==> src/rtl/wb_port_arbiter.sv <==
// wb_port_arbiter: writeback scheduler for the two-write-port integer register file.
// Each cycle, up to two valid functional-unit results are picked in round-robin order.
// The picks become registered register-file writes and scoreboard-clear pulses one cycle later.
// Optional build macro WB_PERF_EN adds the perf_conflict_cnt output, a saturating counter
// of cycles in which valid results were left waiting.
module wb_port_arbiter #(
    parameter int NUM_REQ = 4,
    parameter int XLEN    = 32,
    parameter int RW      = 5
) (
    input  logic                    clk,
    input  logic                    rst,
    input  logic [NUM_REQ-1:0]      req_valid,
    input  logic [NUM_REQ*RW-1:0]   req_rd,
    input  logic [NUM_REQ*XLEN-1:0] req_data,
    output logic [NUM_REQ-1:0]      req_ready,
    input  logic                    wb_hold,
    output logic                    wen0,
    output logic                    wen1,
    output logic [RW-1:0]           waddr0,
    output logic [RW-1:0]           waddr1,
    output logic [XLEN-1:0]         wdata0,
    output logic [XLEN-1:0]         wdata1,
    output logic                    sb_clr0,
    output logic                    sb_clr1,
    output logic [RW-1:0]           sb_rd0,
    output logic [RW-1:0]           sb_rd1
`ifdef WB_PERF_EN
    ,
    output logic [31:0]             perf_conflict_cnt
`endif
);

    localparam int PW = $clog2(NUM_REQ);

    logic [PW-1:0]   r_rrPtr;
    logic            r_wen0, r_wen1, r_clr0, r_clr1;
    logic [RW-1:0]   r_waddr0, r_waddr1, r_sbRd0, r_sbRd1;
    logic [XLEN-1:0] r_wdata0, r_wdata1;

    logic [RW-1:0]   w_rdArr   [NUM_REQ];
    logic [XLEN-1:0] w_dataArr [NUM_REQ];
    logic            w_found0, w_found1;
    logic [PW-1:0]   w_idx0, w_idx1, w_scanIdx, w_lastIdx;
    logic [PW:0]     w_sum;
    logic [RW-1:0]   w_rd0;
    logic [NUM_REQ-1:0] w_ready;

    // Split the flat request buses into per-requester slices.
    for (genvar g = 0; g < NUM_REQ; g++) begin : g_unpack
        assign w_rdArr[g]   = req_rd[g*RW +: RW];
        assign w_dataArr[g] = req_data[g*XLEN +: XLEN];
    end

    // Round-robin scan from rr_ptr: first valid takes slot 0, next non-clashing valid takes slot 1.
    always_comb begin
        w_found0  = 1'b0;
        w_found1  = 1'b0;
        w_idx0    = '0;
        w_idx1    = '0;
        w_rd0     = '0;
        w_ready   = '0;
        w_sum     = '0;
        w_scanIdx = '0;
        if (!rst && !wb_hold) begin
            for (int k = 0; k < NUM_REQ; k++) begin
                w_sum = {1'b0, r_rrPtr} + (PW+1)'(k);
                if (w_sum >= (PW+1)'(NUM_REQ)) begin
                    w_sum = w_sum - (PW+1)'(NUM_REQ);
                end
                w_scanIdx = w_sum[PW-1:0];
                if (req_valid[w_scanIdx]) begin
                    if (!w_found0) begin
                        w_found0           = 1'b1;
                        w_idx0             = w_scanIdx;
                        w_rd0              = w_rdArr[w_scanIdx];
                        w_ready[w_scanIdx] = 1'b1;
                    end else if (!w_found1 &&
                                 ((w_rdArr[w_scanIdx] != w_rd0) || (w_rdArr[w_scanIdx] == '0))) begin
                        w_found1           = 1'b1;
                        w_idx1             = w_scanIdx;
                        w_ready[w_scanIdx] = 1'b1;
                    end
                end
            end
        end
    end

    assign req_ready = w_ready;
    assign w_lastIdx = w_found1 ? w_idx1 : w_idx0;

    // Advance the round-robin pointer just past the last granted requester.
    always_ff @(posedge clk or posedge rst) begin
        if (rst) begin
            r_rrPtr <= '0;
        end else if (w_found0) begin
            if (w_lastIdx == PW'(NUM_REQ - 1)) begin
                r_rrPtr <= '0;
            end else begin
                r_rrPtr <= w_lastIdx + PW'(1);
            end
        end
    end

    // Register the chosen writes; rd==0 still latches address/data but raises no enable or clear.
    always_ff @(posedge clk or posedge rst) begin
        if (rst) begin
            r_wen0   <= 1'b0;
            r_wen1   <= 1'b0;
            r_clr0   <= 1'b0;
            r_clr1   <= 1'b0;
            r_waddr0 <= '0;
            r_waddr1 <= '0;
            r_wdata0 <= '0;
            r_wdata1 <= '0;
            r_sbRd0  <= '0;
            r_sbRd1  <= '0;
        end else begin
            r_wen0 <= 1'b0;
            r_wen1 <= 1'b0;
            r_clr0 <= 1'b0;
            r_clr1 <= 1'b0;
            if (w_found0) begin
                r_wen0   <= (w_rdArr[w_idx0] != '0);
                r_clr0   <= (w_rdArr[w_idx0] != '0);
                r_waddr0 <= w_rdArr[w_idx0];
                r_wdata0 <= w_dataArr[w_idx0];
                r_sbRd0  <= w_rdArr[w_idx0];
            end
            if (w_found1) begin
                r_wen1   <= (w_rdArr[w_idx1] != '0);
                r_clr1   <= (w_rdArr[w_idx1] != '0);
                r_waddr1 <= w_rdArr[w_idx1];
                r_wdata1 <= w_dataArr[w_idx1];
                r_sbRd1  <= w_rdArr[w_idx1];
            end
        end
    end

    assign wen0    = r_wen0;
    assign wen1    = r_wen1;
    assign sb_clr0 = r_clr0;
    assign sb_clr1 = r_clr1;
    assign waddr0  = r_waddr0;
    assign waddr1  = r_waddr1;
    assign wdata0  = r_wdata0;
    assign wdata1  = r_wdata1;
    assign sb_rd0  = r_sbRd0;
    assign sb_rd1  = r_sbRd1;

`ifdef WB_PERF_EN
    logic [3:0]  w_validCnt;
    logic [3:0]  w_grantCnt;
    logic        w_conflict;
    logic [31:0] r_perfCnt;

    // Compare how many results were waiting with how many were granted this cycle.
    always_comb begin
        w_validCnt = '0;
        for (int i = 0; i < NUM_REQ; i++) begin
            w_validCnt = w_validCnt + 4'(req_valid[i]);
        end
        w_grantCnt = 4'(w_found0) + 4'(w_found1);
        w_conflict = (|req_valid) && !wb_hold && (w_validCnt > w_grantCnt);
    end

    // Count starved cycles, holding at all ones rather than wrapping.
    always_ff @(posedge clk or posedge rst) begin
        if (rst) begin
            r_perfCnt <= '0;
        end else if (w_conflict && (r_perfCnt != '1)) begin
            r_perfCnt <= r_perfCnt + 32'd1;
        end
    end

    assign perf_conflict_cnt = r_perfCnt;
`endif

endmodule
==> config.mk <==
export PLATFORM = sky130hd
export DESIGN_NAME = wb_port_arbiter
export DESIGN_NICKNAME = d
export VERILOG_FILES = /design/src/rtl/wb_port_arbiter.sv
export SDC_FILE = /design/constraint.sdc
export NUM_CORES = 1
export LEC_CHECK = 0
export ABC_AREA = 0
export CAP_MARGIN = 40
export CORE_UTILIZATION = 44
export CTS_CLUSTER_DIAMETER = 80
export DETAILED_ROUTE_END_ITERATION = 7
export GPL_TIMING_DRIVEN = 0
export PLACE_DENSITY = 0.79
export SLEW_MARGIN = 20
export SYNTH_ARGS = -nofsm -noshare
export SYNTH_HDL_FRONTEND = slang
export SYNTH_SLANG_ARGS = --single-unit
==> constraint.sdc <==
create_clock -name clk -period 12.5 [get_ports clk]
set_input_delay 1.25 -clock clk [delete_from_list [all_inputs] [get_ports clk]]
set_output_delay 1.25 -clock clk [all_outputs]
set_load 0.05 [all_outputs]
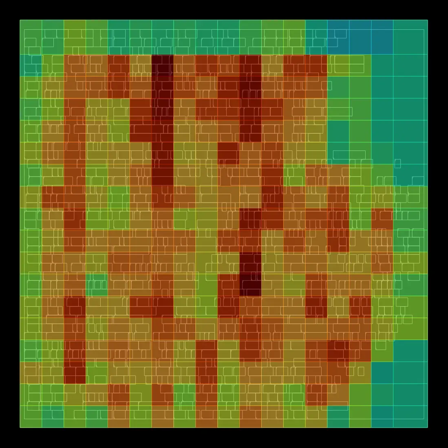
Figure 1: routing congestion map.
Final Util: 65.3%
wire per inst: 21.2 um
met3 usage in global routing: 6.93%
Tot GR Track Use: 31.5%
GR peak layer: met2

==> impl_metrics.toml <==
# implementation run metrics
[detailed_routing]
met2_length_um = 12700
wirelength_um = 25800
drt_iter0_drc = 520
postRouteAntennaNets = 0
dr.pass1.iters = 5
dr_wl_met3_um = 1940
via_count = 7206
viasPerCell = 5.93
maxUsedRoutingLayer = "met4"
route.detailed.drc = 0
wl_met1_um = 10300

[sta]
post-route-period-util_pct = 56.1
tightest_slew_ps = 704
slew_viol_final = 0
grt_setup_unrepaired = "no"
finClkSkew_ps = 6.60
setup_tns_ps = 0
fin_hold_ws_ps = 477
setup_violations = 0
period_needed_ps = 7020
finalWorstSetupSlack_ps = 5480
hold_viol = 0
fmax_mhz = 143
maxSlewHeadroom_pct = 53.1

[critical_path]
cpLargestDelayFamily = "buffers and inverters"
cp.depth = 16
critPathKind = "reg -> out"
cp-endpoint = "req_ready[0]"
cp-start-kind = "register"
timing.rr.start = "r_rrPtr[0]$_DFFE_PP0P_"
crit_path_max_incr_delay_ps = 820
slowest_stage = "clkdlybuf4s50_1"
worstSetupStartpoint = "r_rrPtr[0]$_DFFE_PP0P_"
end_kind = "primary output"
critPathArrivalTime_ps = 5770
cp.required_ps = 11250
r2r_slack_ps = 6650
crit_path_max_fanout = 10
path_cells = "buf_6 > buf_2 > clkbuf_1 > inv_1 > ha_1 > buf_2 > mux4_2 > a21o_1 > a2111oi_0 > o22ai_1 > o211ai_1 > nand2_1 > nor2_1 > nand2_1 > a21oi_1 > clkdlybuf4s50_1"
reg2reg_depth = 18
critPathBufInv = 6
reg2reg_to = "wdata0[11]$_DFFE_PP0P_"

[placed_design]
gp_congestion = 0.942
place_area_um2 = 9730
dpl.hpwl_um = 19500
dp.cells = 1200
port_buffers = 244
dp_slack_ps = 5920

[clock_network]
htreeDepth = 3
path_clk_slew_ps = 60
root_buffer = "clkbuf_16"
cts_buffers = 9
cts_tree = "yes"
post_cts_buffers = 0
clock_sinks = 78
cts_resized = 0
clkLatencyLatePin_ps = 340
cts-root-to-sink-buffers = 2
cts_hold_buf = 0

[global_routing]
grt_pass1_wl_um = 39500
grt_util_met2_pct = 54.1
grt_max_degree = 50
grt.overflow.total = 0
grt_pass1_vias = 7087
gr-usage-met1_pct = 38.3
grt_antenna_before_repair = 0

[die]
chip_area_um2 = 16400
io_pins = 247
fp.dieH_um = 128
fp-row-count = 45
core-area_um2 = 15400
fp_util_pct = 45.5
fp.dieW_um = 128

[synth]
synth_warnings = 0
synth.area.top_cells = "dfrtp_1 28%, mux2i_1 17%, mux2_2 9.7%"
synth.cells.most_frequent = "116 x mux2i_1, 116 x nand2_1, 78 x dfrtp_1"
avgSynthCellArea_um2 = 9.41
ys_seq_share_pct = 27.9
syn_nets = 904
synthDistinctLibCells = 67
edf_count = 0
top_area_share_pct = 27.9
synth_flops = 78
ff_type = "dfrtp_1"
async_flop_share_pct = 100
yosys_area_um2 = 7000
ys_cells = 744
syn_inst = 744
top_area_cell = "dfrtp_1"
synth.cell_area_um2 = 7000

[final_layout]
fin_cells = 1216
postLayoutCellArea_um2 = 10000
mi_logic_area_um2 = 4570
antenna_cells = 0
area_delta_synth_final_pct = 43.4
nets = 1160
regArea_um2 = 1950
num-fill-cells = 1319
drive_gt1_share_pct = 15.8

[power_and_ir_drop]
ir_drop_mv = 0.165
leakage_nw = 4.07
total_power_mw = 2.86
powerDensity_nw_per_um2 = 285

[status]
outcome = "completed"

[min_path]
whs_endpoint = "wdata0[26]$_DFFE_PP0P_"
min_path_cells = 2
hold_class = "reg -> reg"
hp-start = "wdata0[26]$_DFFE_PP0P_"

[flow_run]
cap_violations = 0
warnings = 29
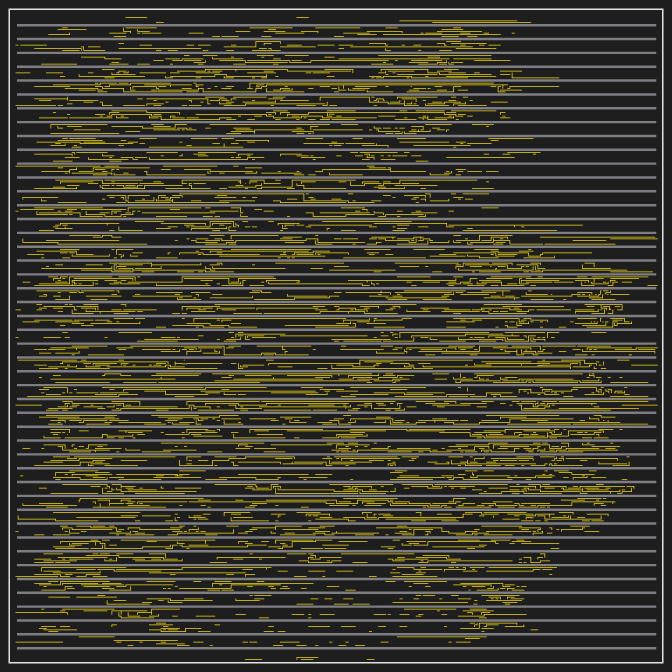
Figure 2: M1 wires.
Supply wires on this layer in gray.
The layer carries 10,300 um of wire. 1,043 nets have wire on it.

[flip-flops by register name (all words and copies together) (netlist names)]
signal,count
wdata0,32
wdata1,32
waddr0,5
waddr1,5
r_rrPtr,2
sb_clr1,1
wen0,1
[cell usage in the layout (no fill, tap or decap), types with 3 or more instances in the layout]
master / count
a211oi_1: 6
a21oi_1: 15
a222oi_1: 5
a311oi_1: 3
and3b_1: 4
buf_1: 6
buf_2: 17
buf_4: 22
buf_6: 7
clkbuf_1: 19
clkbuf_16: 9
clkdlybuf4s50_1: 244
dfrtp_1: 78
ha_1: 5
inv_1: 11
mux2_2: 60
mux2i_1: 116
mux4_2: 23
nand2_1: 116
nand3_1: 8
nand3b_1: 4
nand4_1: 3
nor2_1: 19
nor2b_1: 7
nor3_1: 7
o211ai_1: 4
o21ai_0: 72
o21ai_1: 22
o221ai_1: 20
o22ai_1: 4
xnor2_1: 5
xor2_1: 9
[kinds of logic after synthesis]
family	Yosys count	synth area share (%)
buffers and inverters	84	6.76
flip-flops	78	27.9
AND/OR/NAND/NOR	183	11.7
multiplexers	199	33.6
XOR/XNOR	14	1.75
AND-OR/OR-AND	181	17.4
adder cells (fa/ha/maj)	5	0.894
[tightest hold or removal path: stages, from the launching register on]
cell and delay, ps:
dfrtp_1 340, nand2_1 40, o21ai_0 60
[layout make-up]
type                       instances  area share [%]
timing repair buffer             245            24.6
tap                              211            2.63
multi-input combinational        582            45.6
inverter                          13           0.511
buffer                            71            4.23
clock inverter                     5           0.561
clock buffer                      11            2.42
sequential                        78            19.5
[power by group]
group          leakage, nW  internal, mW  switching (mW)
Clock                0.146         0.160           0.109
Sequential           0.954         0.375          0.0843
Combinational         2.97         0.824            1.31
Power figures rest on the tool's default switching activity, not on a simulated workload.
